--- src/rtl/lif_tdm_scheduler.sv ---
// Time-multiplexed leaky integrate-and-fire update over N_NEURONS virtual neurons.
// Fetches one input current per neuron per timestep and emits spikes as indexed valid/ready events.
module lif_tdm_scheduler #(
  parameter int N_NEURONS  = 8,
  parameter int IDX_W      = 3,
  parameter int DATA_W     = 8,
  parameter int BETA_SHIFT = 1
) (
  input  logic              clk,
  input  logic              rst_n,
  input  logic              step_i,
  input  logic              clear_i,
  input  logic [DATA_W-1:0] threshold_i,
  output logic              cur_req_o,
  output logic [IDX_W-1:0]  cur_idx_o,
  input  logic              cur_valid_i,
  input  logic [DATA_W-1:0] cur_data_i,
  output logic              spk_valid_o,
  output logic [IDX_W-1:0]  spk_idx_o,
  input  logic              spk_ready_i,
  output logic              busy_o,
  output logic              done_o,
  input  logic [IDX_W-1:0]  state_rd_idx_i,
  output logic [DATA_W-1:0] state_rd_o
);

  typedef enum logic [2:0] {
    S_IDLE   = 3'd0,
    S_FETCH  = 3'd1,
    S_UPDATE = 3'd2,
    S_EMIT   = 3'd3,
    S_DONE   = 3'd4
  } state_t;

  localparam logic [IDX_W-1:0] LAST_IDX = IDX_W'(N_NEURONS - 1);

  state_t              state_r, state_s;
  logic [IDX_W-1:0]    idx_r, idx_s;
  logic [DATA_W-1:0]   thr_r, thr_s;
  logic [DATA_W-1:0]   cur_r, cur_s;
  logic [DATA_W-1:0]   mem_r [N_NEURONS];
  logic                wr_en_s;
  logic [DATA_W-1:0]   wr_data_s;
  logic [DATA_W-1:0]   sum_s;
  logic                spike_s;
  logic                cur_req_r, spk_valid_r, busy_r, done_r;
  logic [IDX_W-1:0]    spk_idx_r;

  // Leak then integrate, clamped to the top of the unsigned range.
  function automatic logic [DATA_W-1:0] lif_sum(input logic [DATA_W-1:0] s,
                                                input logic [DATA_W-1:0] cur);
    logic [DATA_W:0] decayed;
    logic [DATA_W:0] sum;
    decayed = {1'b0, s - (s >> BETA_SHIFT)};
    sum     = decayed + {1'b0, cur};
    if (sum[DATA_W]) begin
      lif_sum = {DATA_W{1'b1}};
    end else begin
      lif_sum = sum[DATA_W-1:0];
    end
  endfunction

  assign sum_s   = lif_sum(mem_r[idx_r], cur_r);
  assign spike_s = (sum_s >= thr_r);

  // Next-state, index advance and membrane write decisions.
  always_comb begin
    state_s   = state_r;
    idx_s     = idx_r;
    thr_s     = thr_r;
    cur_s     = cur_r;
    wr_en_s   = 1'b0;
    wr_data_s = sum_s;
    case (state_r)
      S_IDLE: begin
        if (step_i) begin
          thr_s   = threshold_i;
          idx_s   = {IDX_W{1'b0}};
          state_s = S_FETCH;
        end else begin
          state_s = S_IDLE;
        end
      end
      S_FETCH: begin
        if (cur_valid_i) begin
          cur_s   = cur_data_i;
          state_s = S_UPDATE;
        end else begin
          state_s = S_FETCH;
        end
      end
      S_UPDATE: begin
        wr_en_s = 1'b1;
        if (spike_s) begin
          wr_data_s = sum_s - thr_r;
          state_s   = S_EMIT;
        end else if (idx_r == LAST_IDX) begin
          state_s = S_DONE;
        end else begin
          idx_s   = idx_r + IDX_W'(1);
          state_s = S_FETCH;
        end
      end
      S_EMIT: begin
        if (!spk_ready_i) begin
          state_s = S_EMIT;
        end else if (idx_r == LAST_IDX) begin
          state_s = S_DONE;
        end else begin
          idx_s   = idx_r + IDX_W'(1);
          state_s = S_FETCH;
        end
      end
      S_DONE: begin
        state_s = S_IDLE;
      end
      default: begin
        state_s = S_IDLE;
      end
    endcase
  end

  // Control registers and membrane store; clear outranks every other update.
  always_ff @(posedge clk or negedge rst_n) begin
    if (!rst_n) begin
      state_r <= S_IDLE;
      idx_r   <= {IDX_W{1'b0}};
      thr_r   <= {DATA_W{1'b0}};
      cur_r   <= {DATA_W{1'b0}};
      for (int i = 0; i < N_NEURONS; i++) begin
        mem_r[i] <= {DATA_W{1'b0}};
      end
    end else if (clear_i) begin
      state_r <= S_IDLE;
      idx_r   <= {IDX_W{1'b0}};
      thr_r   <= thr_r;
      cur_r   <= cur_r;
      for (int i = 0; i < N_NEURONS; i++) begin
        mem_r[i] <= {DATA_W{1'b0}};
      end
    end else begin
      state_r <= state_s;
      idx_r   <= idx_s;
      thr_r   <= thr_s;
      cur_r   <= cur_s;
      if (wr_en_s) begin
        mem_r[idx_r] <= wr_data_s;
      end else begin
        mem_r[idx_r] <= mem_r[idx_r];
      end
    end
  end

  // Outputs are decoded from the next state so they switch with the state register.
  always_ff @(posedge clk or negedge rst_n) begin
    if (!rst_n) begin
      cur_req_r   <= 1'b0;
      spk_valid_r <= 1'b0;
      spk_idx_r   <= {IDX_W{1'b0}};
      busy_r      <= 1'b0;
      done_r      <= 1'b0;
    end else if (clear_i) begin
      cur_req_r   <= 1'b0;
      spk_valid_r <= 1'b0;
      spk_idx_r   <= {IDX_W{1'b0}};
      busy_r      <= 1'b0;
      done_r      <= 1'b0;
    end else begin
      cur_req_r   <= (state_s == S_FETCH);
      spk_valid_r <= (state_s == S_EMIT);
      spk_idx_r   <= (state_s == S_EMIT) ? idx_s : {IDX_W{1'b0}};
      busy_r      <= (state_s != S_IDLE);
      done_r      <= (state_s == S_DONE);
    end
  end

  assign cur_req_o   = cur_req_r;
  assign cur_idx_o   = idx_r;
  assign spk_valid_o = spk_valid_r;
  assign spk_idx_o   = spk_idx_r;
  assign busy_o      = busy_r;
  assign done_o      = done_r;
  assign state_rd_o  = mem_r[state_rd_idx_i];

endmodule

--- config.mk ---
export PLATFORM = sky130hd
export DESIGN_NAME = lif_tdm_scheduler
export DESIGN_NICKNAME = d
export VERILOG_FILES = /design/src/rtl/lif_tdm_scheduler.sv
export SDC_FILE = /design/constraint.sdc
export NUM_CORES = 1
export LEC_CHECK = 0
export CAP_MARGIN = 25
export CORE_ASPECT_RATIO = 1.75
export CORE_UTILIZATION = 45
export CTS_CLUSTER_SIZE = 10
export DETAILED_ROUTE_END_ITERATION = 8
export GPL_ROUTABILITY_DRIVEN = 0
export SYNTH_ARGS = -nofsm -noshare
export SYNTH_HDL_FRONTEND = slang
export SYNTH_SLANG_ARGS = --single-unit
--- constraint.sdc ---
create_clock -name clk -period 10.8 [get_ports clk]
set_input_delay 1.08 -clock clk [delete_from_list [all_inputs] [get_ports clk]]
set_output_delay 1.08 -clock clk [all_outputs]
set_load 0.02 [all_outputs]
==> Changelog: implementation, run 1 <==
### Metrics

* Status: complete, no violations
* Final count of negative-setup-slack endpoints at 0
* Dominant Register Cell: dfrtp_1
* GRT Residual Overflow at 0
* Port bufs at about 42
* Leading cell types by count after synthesis: 93 x dfrtp_1, 58 x nor2_1, 38 x nand2_1
* Most instantiated logic cell after routing: dfrtp_1
* Top-count cell post-synth: dfrtp_1
* Remaining max-slew budget at the tightest pin at 30.3%
* Kind of end point of the critical path: flop
* Filler Cells Inserted at 1215
* Most flops, register: mem_r
* Largest area contributor in the synthesized netlist: dfrtp_1
* Design area at about 7000 sq um
* CP Data Arrival Time at 6.97 ns
* Nets at Floorplan at about 660
* Cell count after synthesis at ~610
* Final cycle utilization of the critical path at a little over three fifths
* Slowest-stage cell, CP: dfrtp_1
* Tightest Hold Check Type: flop to flop
* Least-Margin Pin Slew at about 1.0 ns
* Clock Tree Buf Depth at 2
* Yosys stat chip area at ~6200 sq um
* Post-Synth XOR/XNOR Area at 1.56%
* Vias in the first global route at between 5000 and 6000
* Clock network latency to the later pin of the worst-skew pair at roughly 0.35 ns
* Reg2Reg Launch Point: cur_idx_o[1]
* Registers with the highest flip-flop counts: mem_r: 64 flops, cur_r: 8 flops, thr_r: 8 flops
* Final min period at roughly 6.8 ns
* Number of buffers added to fix hold violations after cts at 0
* Number of placed instances with taps included at between 700 and 800
* Initial antenna violation count at 0
* DP HPWL at 12.1 mm
* Worst-path fanout max at 16
* Total I/O pin count at between 40 and 50
* Count of unresolved DRC violations after routing at 0
* End of the worst register-to-register path: mem_r[8]
* Worst hold endpoint: thr_r[3]
* Number of slew-limit violations in the final report at 0
* Met3 track demand over resource at under 10%
* Init Core Util at 46.2%
* Flip-flop and latch count after synthesis at ~93
* Async set-reset flop share out of synthesis at 100%
* Hold path startpoint: thr_r[3]
* Most frequently placed logic cells in the final layout: 93 x dfrtp_1, 58 x nor2_1, 40 x clkdlybuf4s50_1, 38 x nand2_1, 34 x a211oi_1
* Post-CTS resize count at 0
* Area fraction in and, or, nand and nor cells at 17.1%
* RSZ-0062 raised after global routing: no
* Layout overhead on the synthesized area at 13.2%
* Sum Neg Setup Slack at 0 ns
* Count of H-tree levels built during CTS at 3
* Syn Area/Cell at 10.1 sq um
* Number of iterations in the first detailed-routing pass at 4
* Detailed router's first-iteration violation count at roughly 360
* Highest metal layer used by the detailed router: met4
* Worst hold slack after final layout at between 0.5 and 0.6 ns
* Share of final-layout standard cells stronger than drive strength 1 at roughly 16%
* Top cells by area: dfrtp_1 38%, mux4_2 8.0%, mux2_2 5.8%, ha_1 4.9%, a211oi_1 4.1%
* Inserted Diodes at 0
* Area of placed instances at approximately 6700 sq um
## run 1: worst max-delay path, delay by kind of cell (launching register included)
kind	cells	cell delay, ns
AOI/OAI and AO/OA	11	2.58
adders and majority gates	5	1.65
and+or+nand+nor	8	1.09
DFF	1	0.66
buffers and inverters	2	0.38
muxes	1	0.14
xor gates and xnor gates	1	0.09
## run 1: cell type report
type	instances	area [sq um]	share of cell area, %
Sequential cell	93	2330	33.3
Tap cell	174	218	3.11
Clock inverter	6	76.3	1.09
Clock buffer	10	239	3.42
Timing Repair Buffer	49	465	6.65
Multi-Input combinational cell	452	3570	51.1
Inverter	26	97.6	1.39
Figure 1. Congestion heat map (run 1).
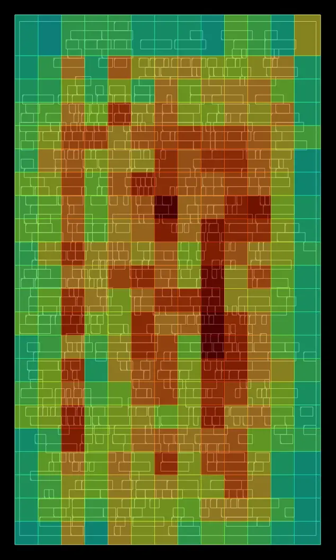
most used routing layer in global routing: met2
routing usage on met2: 45.7%
total routing resource utilization after global routing: 25.0%
Layout Utilization: 52.3%
DR WL/cell: 20.5 um

Figure 2. Metal 1 (run 1).
Scale: 4 px per um.
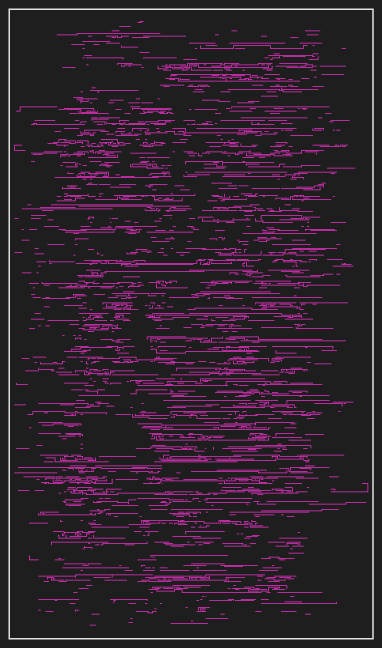
The layer holds 39% of the routed length. The longest straight run is 30.4 um. 631 nets have wire on it. The layer carries 6410 um of wire. The wires run mostly horizontal.
via count of the routed design: 4907
met1 demand-to-capacity share in global routing: 28.0%

Figure 3. A small window of the routed layout (run 1).
Region (10, 105) to (35, 130) um. Cells in gray, sequential cells in the stronger gray; small squares are vias.
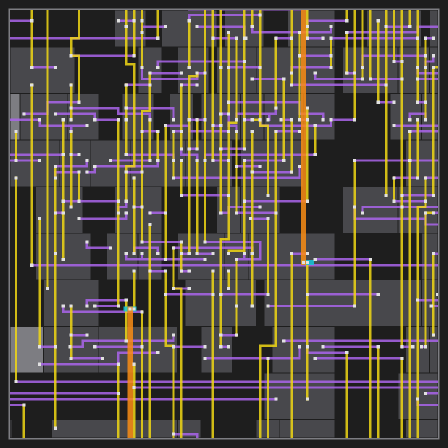
Orange marks M4. Yellow marks M2. Cyan marks M3. Purple marks M1.
Sequential cells in the window: 0. Most frequent: a21oi_1 (6), xnor2_1 (4), ha_1 (4). 50 logic cells have their middle in the window.

Figure 4. Sizing map (run 1).
Scale: 3 px per um.
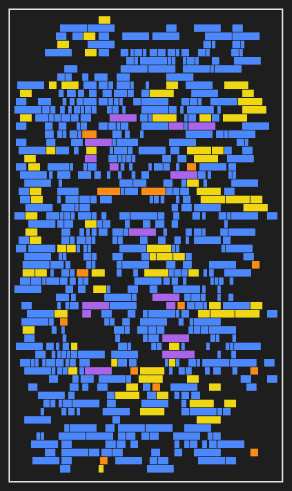

==> run 1 -> run 2 <==
==> constraint.sdc (replaced) <==
create_clock -name clk -period 6.8 [get_ports clk]
set_input_delay 0.68 -clock clk [delete_from_list [all_inputs] [get_ports clk]]
set_output_delay 0.68 -clock clk [all_outputs]
set_load 0.02 [all_outputs]
Figure 5. Sizing map (run 2).
Scale: 3 px per um.
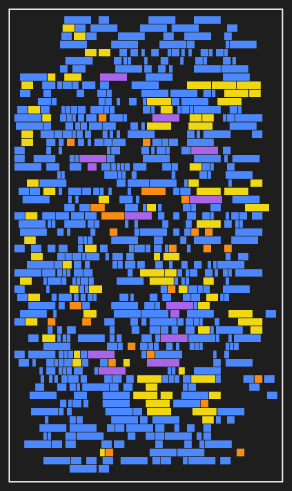
Orange marks x3 and x4, cells 24, share 3.7%, most used buf_4. Blue marks x1 and smaller, cells 535, share 83%, most used dfrtp_1. Yellow marks x2, cells 74, share 11%, most used mux2_2. Purple marks x6 and larger, cells 13, share 2.0%, most used clkbuf_16.
layout overhead on the synthesized area: 14.7%
design area: 7090 sq um

Figure 6. Cell classes on the final placement (run 2).
Scale: 3 px per um.
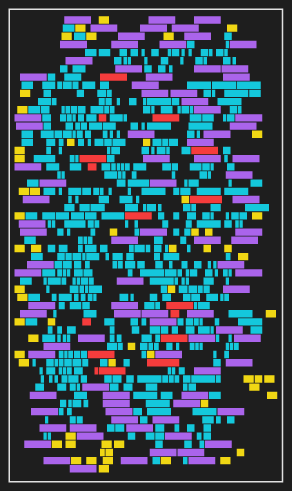
Red marks clock drivers and dummy loads, cells 16, share of their area 4.7%. Purple marks registers, cells 93, share of their area 34%. Cyan marks remaining logic cells, cells 478, share of their area 54%. Yellow marks remaining buffers and delay cells, cells 59, share of their area 7.9%.
Layout Utilization: 52.9%
register fraction of the total cell area: 32.8%

==> run 2 against run 1 <==
Compared with the run above: synthesized cell count unchanged; largest cell class unchanged; global-route usage down 0.36 points; area after synthesis unchanged; maximum frequency up 7.2%; die area unchanged.
==> Changelog: implementation, run 2 <==
### Metrics

* Status: complete, no violations
* Remaining max-slew budget at the tightest pin at 28.5% (-1.8 points)
* Number of iterations in the first detailed-routing pass at 5 (+1)
* End of the worst register-to-register path: cur_idx_o[0]
* Filler Cells Inserted at 1226 (+0.91%)
* Registers with the highest flip-flop counts: mem_r: 64 flops, cur_r: 8 flops, thr_r: 8 flops
* Worst-path fanout max at 17 (+1)
* Most flops, register: mem_r
* Final cycle utilization of the critical path at 93.2% (+30 points)
* Total I/O pin count at 43 (unchanged)
* Met1 demand-to-capacity share in global routing at 28.0% (about the same)
* Post-Synth XOR/XNOR Area at 1.56% (unchanged)
* Largest area contributor in the synthesized netlist: dfrtp_1
* Slowest-stage cell, CP: dfrtp_1
* GRT Residual Overflow at 0 (unchanged)
* Clock Tree Buf Depth at 2 (unchanged)
* Share of final-layout standard cells stronger than drive strength 1 at 17.2% (+1.5 points)
* Most frequently placed logic cells in the final layout: 93 x dfrtp_1, 58 x nor2_1, 40 x clkdlybuf4s50_1, 38 x nand2_1, 34 x a211oi_1
* Number of buffers added to fix hold violations after cts at 0 (unchanged)
* Final count of negative-setup-slack endpoints at 0 (unchanged)
* Flip-flop and latch count after synthesis at 93 (unchanged)
* Least-Margin Pin Slew at 1.07 ns (+0.0280 ns)
* Routing usage on met2 at 45.4% (-0.32 points)
* Post-CTS resize count at 0 (unchanged)
* Top-count cell post-synth: dfrtp_1
* Inserted Diodes at 0 (unchanged)
* Yosys stat chip area at 6180 sq um (unchanged)
* Init Core Util at 46.2% (unchanged)
* Leading cell types by count after synthesis: 93 x dfrtp_1, 58 x nor2_1, 38 x nand2_1
* Vias in the first global route at 4993 (-1.6%)
* Area fraction in and, or, nand and nor cells at 17.1% (unchanged)
* Worst Path Buf+Inv at 1 (-1)
* Nets at Floorplan at 662 (unchanged)
* Highest metal layer used by the detailed router: met4
* Cell count after synthesis at 610 (unchanged)
* DR WL/cell at 20.6 um (+0.19%)
* Dominant Register Cell: dfrtp_1
* Register area at 2330 sq um (unchanged)
* Number of slew-limit violations in the final report at 0 (unchanged)
* Total routing resource utilization after global routing at 24.7% (-0.36 points)
* Met3 track demand over resource at 2.90% (-0.77 points)
* Sum Neg Setup Slack at 0 ns (unchanged)
* Port bufs at 42 (unchanged)
* Syn Area/Cell at 10.1 sq um (unchanged)
run 2: cell counts after synthesis:
No cell type changed its count.
run 2: through the flow:
step           worst slack [ns]  instance area, sq um  hold slack [ns]
6_report                  0.462                  7090            0.305
4_1_cts                   0.417                  7080            0.328
3_3_place_gp              0.579                  6760            0.489
3_5_place_dp              0.463                  6760            0.496
5_1_grt                  0.0317                  7090            0.342
2_1_floorplan              1.11                  6180            0.384
run 2: layout make-up:
| class | count | area share [%] |
|---|---|---|
| clock buffers | 10 | 3.23 |
| clock inverters | 6 | 1.32 |
| inverters | 26 | 1.38 |
| multi-input cells | 452 | 50.5 |
| flip-flops and latches | 93 | 32.8 |
| well taps | 174 | 3.07 |
| repair buffers | 59 | 7.63 |
Figure 7. Congestion heat map (run 2).
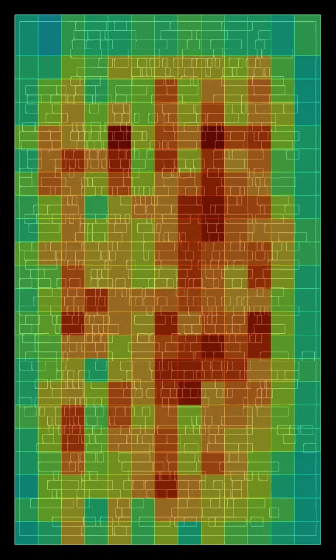

==> run 2 -> run 3 <==
--- a/config.mk
+++ b/config.mk
@@ -6,11 +6,9 @@
 export NUM_CORES = 1
 export LEC_CHECK = 0
 export CAP_MARGIN = 25
-export CORE_ASPECT_RATIO = 1.75
 export CORE_UTILIZATION = 45
 export CTS_CLUSTER_SIZE = 10
 export DETAILED_ROUTE_END_ITERATION = 8
-export GPL_ROUTABILITY_DRIVEN = 0
 export SYNTH_ARGS = -nofsm -noshare
 export SYNTH_HDL_FRONTEND = slang
 export SYNTH_SLANG_ARGS = --single-unit
Figure 8. Congestion heat map (run 3).
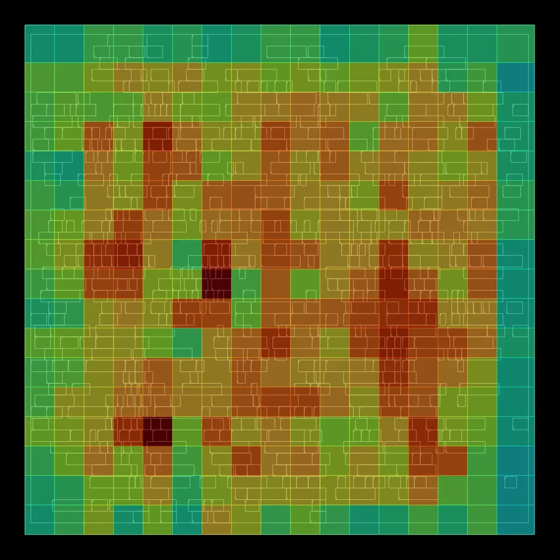
DR WL/cell: 20.3 um
routing usage on met2: 39.6%

==> run 3 against run 2 <==
Compared with the run above: clock-buffer cell count grew 1; non-clock buffer count grew 1; sequential share of layout area shrank 0.17 points; critical path depth grew 1; critical endpoint is now mem_r[47]; largest cell class unchanged; highest routed layer unchanged.
==> Changelog: implementation, run 3 <==
### Metrics

* Status: complete, no violations
* RSZ-0062 raised after global routing: no
* Hold violation count in the final report at 0
* Post-Synth XOR/XNOR Area at 1.56% (unchanged)
* Init Core Util at 46.5% (+0.30 points)
* Vias in the first global route at 4962 (-0.62%)
* Final count of negative-setup-slack endpoints at 0 (unchanged)
* Setup ws final at 0.504 ns (+0.0413 ns)
* Setup Crit Path Kind: flop to flop
* CTS clock-pin slew for the worst setup and hold paths at around 0.07 ns
* Number of slew-limit violations in the final report at 0 (unchanged)
* Count of library flops with an enable pin at 0
* Largest area contributor in the synthesized netlist: dfrtp_1
* Dominant non-sequential cell family after synthesis: AND-OR/OR-AND gates
* Post-CTS resize count at 0 (unchanged)
* Final min period at about 6.3 ns
* Most frequently placed logic cells in the final layout: 91 x dfrtp_1, 58 x nor2_1, 40 x clkdlybuf4s50_1, 38 x nand2_1, 34 x a211oi_1
* Library cell used as clock root buffer: clkbuf_16
* Depth of the critical timing path with buffers and inverters included at 27
* Clock network latency to the later pin of the worst-skew pair at between 0.3 and 0.4 ns
* Sequential element share of the synthesized area at 37.7%
* Share of final-layout standard cells stronger than drive strength 1 at 17.6% (+0.44 points)
* Post-Place Worst Slack at 0.341 ns (-0.122 ns)
* Layout overhead on the synthesized area at 15.4%
* Area fraction in and, or, nand and nor cells at 17.1% (unchanged)
* Top-count cell post-synth: dfrtp_1
* Most flops, register: mem_r
* Filler Cells Inserted at 1192 (-2.8%)
* Remaining max-slew budget at the tightest pin at 35.8% (+7.3 points)
* Worst-path fanout max at 14 (-3)
* Clock Tree Buf Depth at 2 (unchanged)
* Final cycle utilization of the critical path at 92.6% (-0.61 points)
* Final nets at ~700
* Cell Count, Final, Fillers Out at 823
* CP Data Required Time at 6.97 ns
* Post-synth design cell area at 6180 sq um
* Via count of the routed design at between 5000 and 6000
* Number of buffers added to fix hold violations after cts at 0 (unchanged)
* Worst setup path endpoint: mem_r[47]
* Total I/O pin count at 43 (unchanged)
* Yosys stat chip area at 6180 sq um (unchanged)
* Slowest-stage cell, CP: dfrtp_2
* Nets at Floorplan at 662 (unchanged)
* Total tool warning count at 26
* Cell count after synthesis at 610 (unchanged)
* Count of yosys warnings during synthesis at 0
* Least-Margin Pin Slew at 0.962 ns (-0.108 ns)
* Worst Path Buf+Inv at 2 (+1)
* Cts bufs inserted at 9
* Port bufs at 42 (unchanged)
* Syn Area/Cell at 10.1 sq um (unchanged)
* Sum Neg Setup Slack at 0 ns (unchanged)
* End of the worst register-to-register path: mem_r[47]
* Number of iterations in the first detailed-routing pass at 5 (unchanged)
* GRT Residual Overflow at 0 (unchanged)
* Remaining number of nets flagged by the antenna check after routing at 0
* Area of placed instances at 6750 sq um (about the same)
* Registers with the highest flip-flop counts: mem_r: 64 flops, cur_r: 8 flops, thr_r: 8 flops
* Dominant Register Cell: dfrtp_1
* Worst hold slack after final layout at 0.242 ns (-0.0632 ns)
* Flip-flop and latch count after synthesis at 93 (unchanged)
* Initial antenna violation count at 0
* Leading cell types by count after synthesis: 93 x dfrtp_1, 58 x nor2_1, 38 x nand2_1
* Total routing resource utilization after global routing at 25.0% (+0.37 points)
* Count of H-tree levels built during CTS at 3
* Inserted Diodes at 0 (unchanged)
Figure 9. Cell classes on the final placement (run 3).
Scale: 3 px per um.
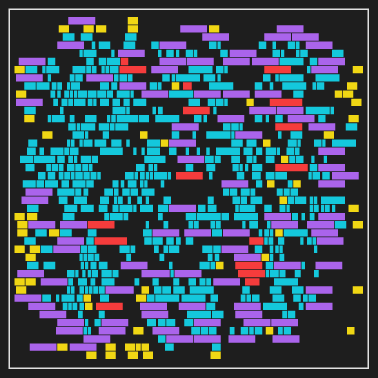
Purple marks registers, cells 93, share of their area 34%. Cyan marks remaining logic cells, cells 478, share of their area 53%. Red marks clock drivers and dummy loads, cells 16, share of their area 5.2%. Yellow marks remaining buffers and delay cells, cells 60, share of their area 7.9%.
design area: 7130 sq um
number of core rows: 42
placeable core area: 13300 sq um
Layout Utilization: 53.6%
register fraction of the total cell area: 32.7%

[run 3: cell count changes in the layout (fill, tap and decap cells not counted), sizes merged]
cell,delta
buf,+1
inv,-2
clkbuf,+1
bufinv,+1
[run 3: area by class of cell]
| type | count | area (sq um) | share of cell area (%) |
|---|---|---|---|
| inverter | 26 | 97.6 | 1.37 |
| tap | 176 | 220 | 3.09 |
| clock inverter | 5 | 106 | 1.49 |
| sequential | 93 | 2330 | 32.7 |
| multi-input combinational | 452 | 3580 | 50.1 |
| clock buffer | 11 | 253 | 3.54 |
| timing repair buffer | 60 | 548 | 7.69 |
[run 3: metal layers]
| metal | share of wire, % | GRT usage [%] |
|---|---|---|
| met5 | 0 | 0 |
| met4 | 2.2 | 9.73 |
| met3 | 5.1 | 4.07 |
| met2 | 48 | 39.6 |
| met1 | 45 | 34.4 |
